### Placement density heat map, run 1

6 x 7 tiles, from white (low) to dark blue (high), 0 to 100% covered.
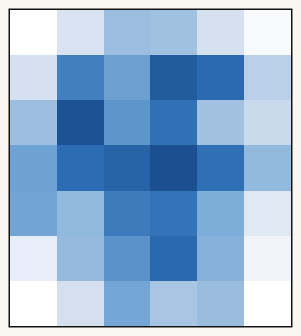
### Clock wires, drivers and flops, run 1

Scale bar: 20 um.
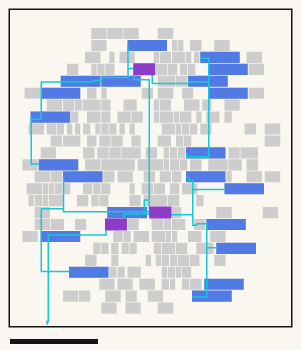
### Placed standard cells, run 1

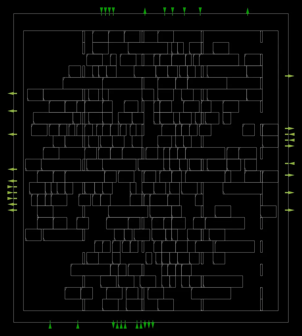
==> config.mk <==
export PLATFORM = sky130hd
export DESIGN_NAME = countdown_timer_flat
export DESIGN_NICKNAME = d
export VERILOG_FILES = /design/src/rtl/timer_pkg.sv /design/src/rtl/countdown_timer_if.sv /design/src/rtl/bcd_dec_digit.sv /design/src/rtl/countdown_timer.sv /design/src/flat_wrapper.sv
export SDC_FILE = /design/constraint.sdc
export NUM_CORES = 1
export LEC_CHECK = 0
export CORE_AREA = 2 2 62 70
export CTS_CLUSTER_SIZE = 28
export DETAILED_ROUTE_END_ITERATION = 12
export DIE_AREA = 0 0 64 72
export PLACE_DENSITY = 0.66
export SYNTH_ARGS = -nofsm -noshare
export SYNTH_HDL_FRONTEND = slang
export SYNTH_SLANG_ARGS = --single-unit
==> constraint.sdc <==
create_clock -name Clk -period 2.3 [get_ports Clk]
set_clock_uncertainty 0.05 [all_clocks]
set_input_delay 0.46 -clock Clk [delete_from_list [all_inputs] [get_ports Clk]]
set_output_delay 0.46 -clock Clk [all_outputs]
set_load 0.02 [all_outputs]
==> run summary, run 1 <==
Status = completed
DIE AREA = 4608 um2
Post-place instance area = 2063 um2
Peak supply drop = 0.3065 mV
Tool warnings = 26
Total CTS buffers = 3
Die width = 64 um
Total power draw = 1.050 mW
Worst setup EP type = flop
Worst Setup Path Type = flop to flop
Yosys stat cell total = 163
PortBufs = 39
Worst Setup Start Kind = flop
Final setup violation count = 0
Most frequent cells in the layout = clkdlybuf4s50_1 (39), buf_4 (28), dfrtp_1 (21)
Routed vias = 1,617
Final WL = 4236 um
Relative slew slack = 71.53%
Inst Count DP = 277
CP peak stage delay = 0.64 ns
Commonest Layout Cell = clkdlybuf4s50_1
Flops after synth = 21
PD cells = 497.9 nW/um2
RSZ-0062 raised after global routing = no
Routed Antenna Nets = 0
Net Count, Synth = 184
1st-pass router iterations = 6
Hold Crit Class = input pin to asynchronous set/reset pin
H-tree depth = 1
Initial DRC count = 81
GRT overflow = 0
Ys Warns = 0
Fin Hold WS = 0.4827 ns
Cell family with most CP delay = simple AND/OR/NAND/NOR gates
Final period util = 94.43%
GPL Wtd Cong = 0.8479
Fin nets = 251
Final min period = 2.172 ns
Synthesized cell area = 1418 um2
Avg WL per Cell = 15.07 um
Non-filler cells, final = 281
Antenna violations before repair = 0
Stages on the worst setup path = 5
Worst-path cell chain = or4_1 > nor4_4 > nor3_1 > nor2_2 > mux2_1
# diodes = 0
Vias in the first global route = 1,504
Vias per inst = 5.754
Layout cell share with drive strength beyond 1 = 18.78%
Count of library flops with an enable pin = 0
## Picture notes: 'Placement density heat map'
tiles over 75% full: 17%
densest ninth of the die: middle
fullest tile: 88%
initial cell density of the core: 36.60%
Finished Core Util: 54.43%
Core ar.: 3874 um2

## Picture notes: 'Clock wires, drivers and flops'
legend:
  blue:
    item: flip-flops
    count: 21
  purple:
    item: clock drivers
    count: 3
  cyan:
    item: clock wires
    length: 296 um
routed clock nets: 4
Clk. pwr: 0.247 mW
Clk pwr share: 23.5%
Worst-Skew Late Latency: 0.27 ns

## Picture notes: 'Placed standard cells'
Site Rows: 24
Taps Inserted: 52
fraction of area in registers: 24.93%
FILL cells: 359

==> run 1: area by class of cell <==
cell class	instances	area (um2)
Fill cell	359	1765
Multi-Input combinational cell	129	842.1
Timing Repair Buffer	67	600.6
Sequential cell	21	525.5
Tap cell	52	65.06
Clock buffer	4	45.04
Inverter	8	30.03
==> run 1: synthesized netlist by cell type, types with 3 or more instances <==
cell type / number / area, um2
a21oi_1: 8 / 40.04
a22oi_1: 3 / 22.52
a31oi_1: 4 / 25.02
clkbuf_1: 3 / 11.26
dfrtp_1: 21 / 525.5
inv_1: 8 / 30.03
mux2i_1: 3 / 30.03
nand2_1: 12 / 45.04
nand3_1: 3 / 15.01
nand4_1: 3 / 18.77
nor2_1: 13 / 48.80
nor2b_1: 3 / 18.77
nor3_1: 9 / 45.04
nor4_1: 4 / 25.02
o21a_1: 3 / 22.52
o21ai_0: 18 / 90.09
or4_4: 3 / 33.78
==> run 1: worst reg2reg max path: stages (launching register included) <==
cell and delay (ns):
dfrtp_1 0.38, or4_1 0.64, nor4_4 0.42, nor3_1 0.11, nor2_2 0.12, mux2_1 0.33
==> run 1: per-layer routing <==
layer,vias to the layer above,track usage (%),part of all wire (%)
met5,-,0,0
met4,0,7.005,1.2
met3,6,1.860,7.0
met2,102,32.18,49
met1,742,25.30,42
li1,767,-,-
==> run 1: report_power, final <==
group / switching, mW / total [mW] / internal, mW
clock: 0.123 / 0.247 / 0.124
sequential: 0.0292 / 0.430 / 0.401
combinational: 0.190 / 0.373 / 0.183
total: 0.342 / 1.05 / 0.708
==> run 1: kinds of logic after synthesis <==
group / Yosys count / synth area share (%)
flops: 21 / 37.07
buf+inv: 13 / 3.530
simple gates: 65 / 27.71
xor+xnor: 1 / 0.6179
mux: 4 / 2.913
compound gates: 59 / 28.16
### M3 wires, run 1

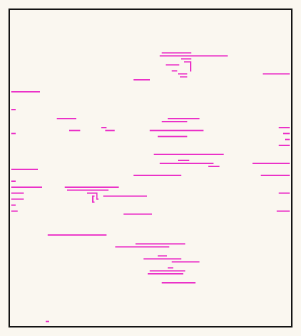

==> run 2: changes to the inputs <==
CORE_AREA = 2 2 65 67   (was 2 2 62 70)
DIE_AREA = 0 0 67 69   (was 0 0 64 72)
### M3 wires, run 2

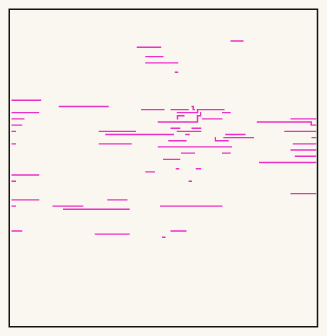
longest straight run: 15.9 um
share of all routed wire: 6.8%
main direction: horizontal
nets with wire on the layer: 50
grt met3 use: 2.447%
routed vias: 1,632
final WL: 4274 um

==> run 2 against run 1 <==
  * Worst setup slack got worse by 0.022 ns
  * Clock power increased by 5%
  * Combinational power decreased by 3%
  * Power increased by 0.40%
  * Sequential power increased by 1%
  * Hold slack got worse by 0.0080 ns
  * Largest power group unchanged
  * Global-route usage increased by 1.1 points
==> run summary, run 2 <==
Switching Power = 0.3551 mW
Peak supply drop = 0.2940 mV
Net Count, Synth = 184
Ys Warns = 0
Most frequent cells in the layout = clkdlybuf4s50_1 (39), buf_4 (23), dfrtp_1 (21)
1st-pass router iterations = 5
Adder Area Share = 0%
Relative slew slack = 68.25%
Final min period = 2.194 ns
Antenna violations before repair = 0
Simple share = 27.71%
Clk pwr share = 24.6%
Vias in the first global route = 1,614
Die width = 67 um
# diodes = 0
Routed Antenna Nets = 0
Avg WL per Cell = 15.60 um
Total power draw = 1.054 mW
Initial DRC count = 91
DR WL met2 = 2053 um
Total CTS buffers = 3
Wl on met1 = 1838 um
Final period util = 95.41%
Top-area cell share = 37.07%
Met3 Wirelength = 291 um
Site Rows = 23
Status = completed
Combinational share of power = 34.2%
Commonest Layout Cell = clkdlybuf4s50_1
Layout cell share with drive strength beyond 1 = 17.86%
Worst Setup Path Type = flop to flop
GRT overflow = 0
Vias per inst = 5.956
Flops after synth = 21
Fin nets = 246
RSZ-0062 raised after global routing = no
M2 GR Usage = 31.46%
Main logic family = AND-OR/OR-AND gates
Yosys xor share = 0.6178%
Synth top area cells = dfrtp_1 (37%), o21ai_0 (6.4%), nor2_1 (3.4%)
### Placement density heat map, run 2

7 x 7 tiles, from white (low) to dark blue (high), 0 to 100% covered.
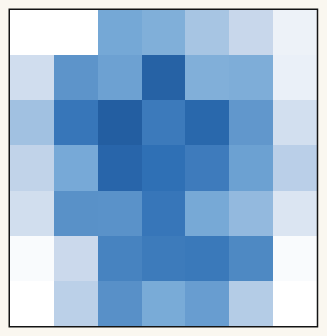
mean over tiles: 44%
densest ninth of the die: middle
fullest tile: 82%
nearly empty tiles: 8.2%
emptiest ninth of the die: bottom left
tiles over 75% full: 8.2%
Finished Core Util: 52.97%
Core ar.: 3914 um2
initial cell density of the core: 36.22%

==> run 2: area by class of cell <==
class | count | area [um2]
tap | 50 | 62.56
multi-input combinational | 129 | 845.8
timing repair buffer | 62 | 563.0
clock inverter | 1 | 5.005
fill | 380 | 1841
sequential | 21 | 525.5
clock buffer | 3 | 41.29
inverter | 8 | 30.03
==> run 2: repair_timing <==
action	CTS	global route
setup buffers	0	1
resized	0	1
endpoints found under the hold margin	0	0
setup endpoints to repair	0	1
==> run 2: metrics by stage <==
| stage | instance area (um2) | setup TNS, ns | utilization (%) | cells | hold WS [ns] |
|---|---|---|---|---|---|
| global placement | 2016 | 0 | 51.50 | 269 | 0.5125 |
| CTS | 2062 | 0 | 52.69 | 273 | 0.4882 |
| floorplan | 1418 | 0 | - | 163 | 0.1144 |
| detailed placement | 2016 | -0.07082 | 51.50 | 269 | 0.5199 |
| global route | 2073 | 0 | 52.97 | 274 | 0.4987 |
| finish | 2073 | 0 | 52.97 | 274 | 0.4747 |
==> run 2: power groups by stage <==
| stage | combinational, mW | sequential [mW] | clock, mW |
|---|---|---|---|
| global route | 0.389 | 0.441 | 0.278 |
| global placement | 0.349 | 0.439 | 0 |
| finish | 0.360 | 0.435 | 0.259 |
| floorplan | 0.127 | 0.485 | 0 |
| CTS | 0.358 | 0.435 | 0.259 |
| detailed placement | 0.356 | 0.442 | 0 |
==> run 2: cells by family after synthesis <==
| kind of cell | after synthesis |
|---|---|
| AOI/OAI and AO/OA | 59 |
| xor gates and xnor gates | 1 |
| buffers and inverters | 13 |
| DFF | 21 |
| muxes | 4 |
| and+or+nand+nor | 65 |
==> run 2: critical path: stages (launching register included) <==
cell and delay [ns]:
dfrtp_1 0.48, or4_4 0.56, a211oi_2 0.43, nor3_1 0.11, nor2_2 0.13, mux2_1 0.32
Power is estimated from default activity; no workload was simulated.
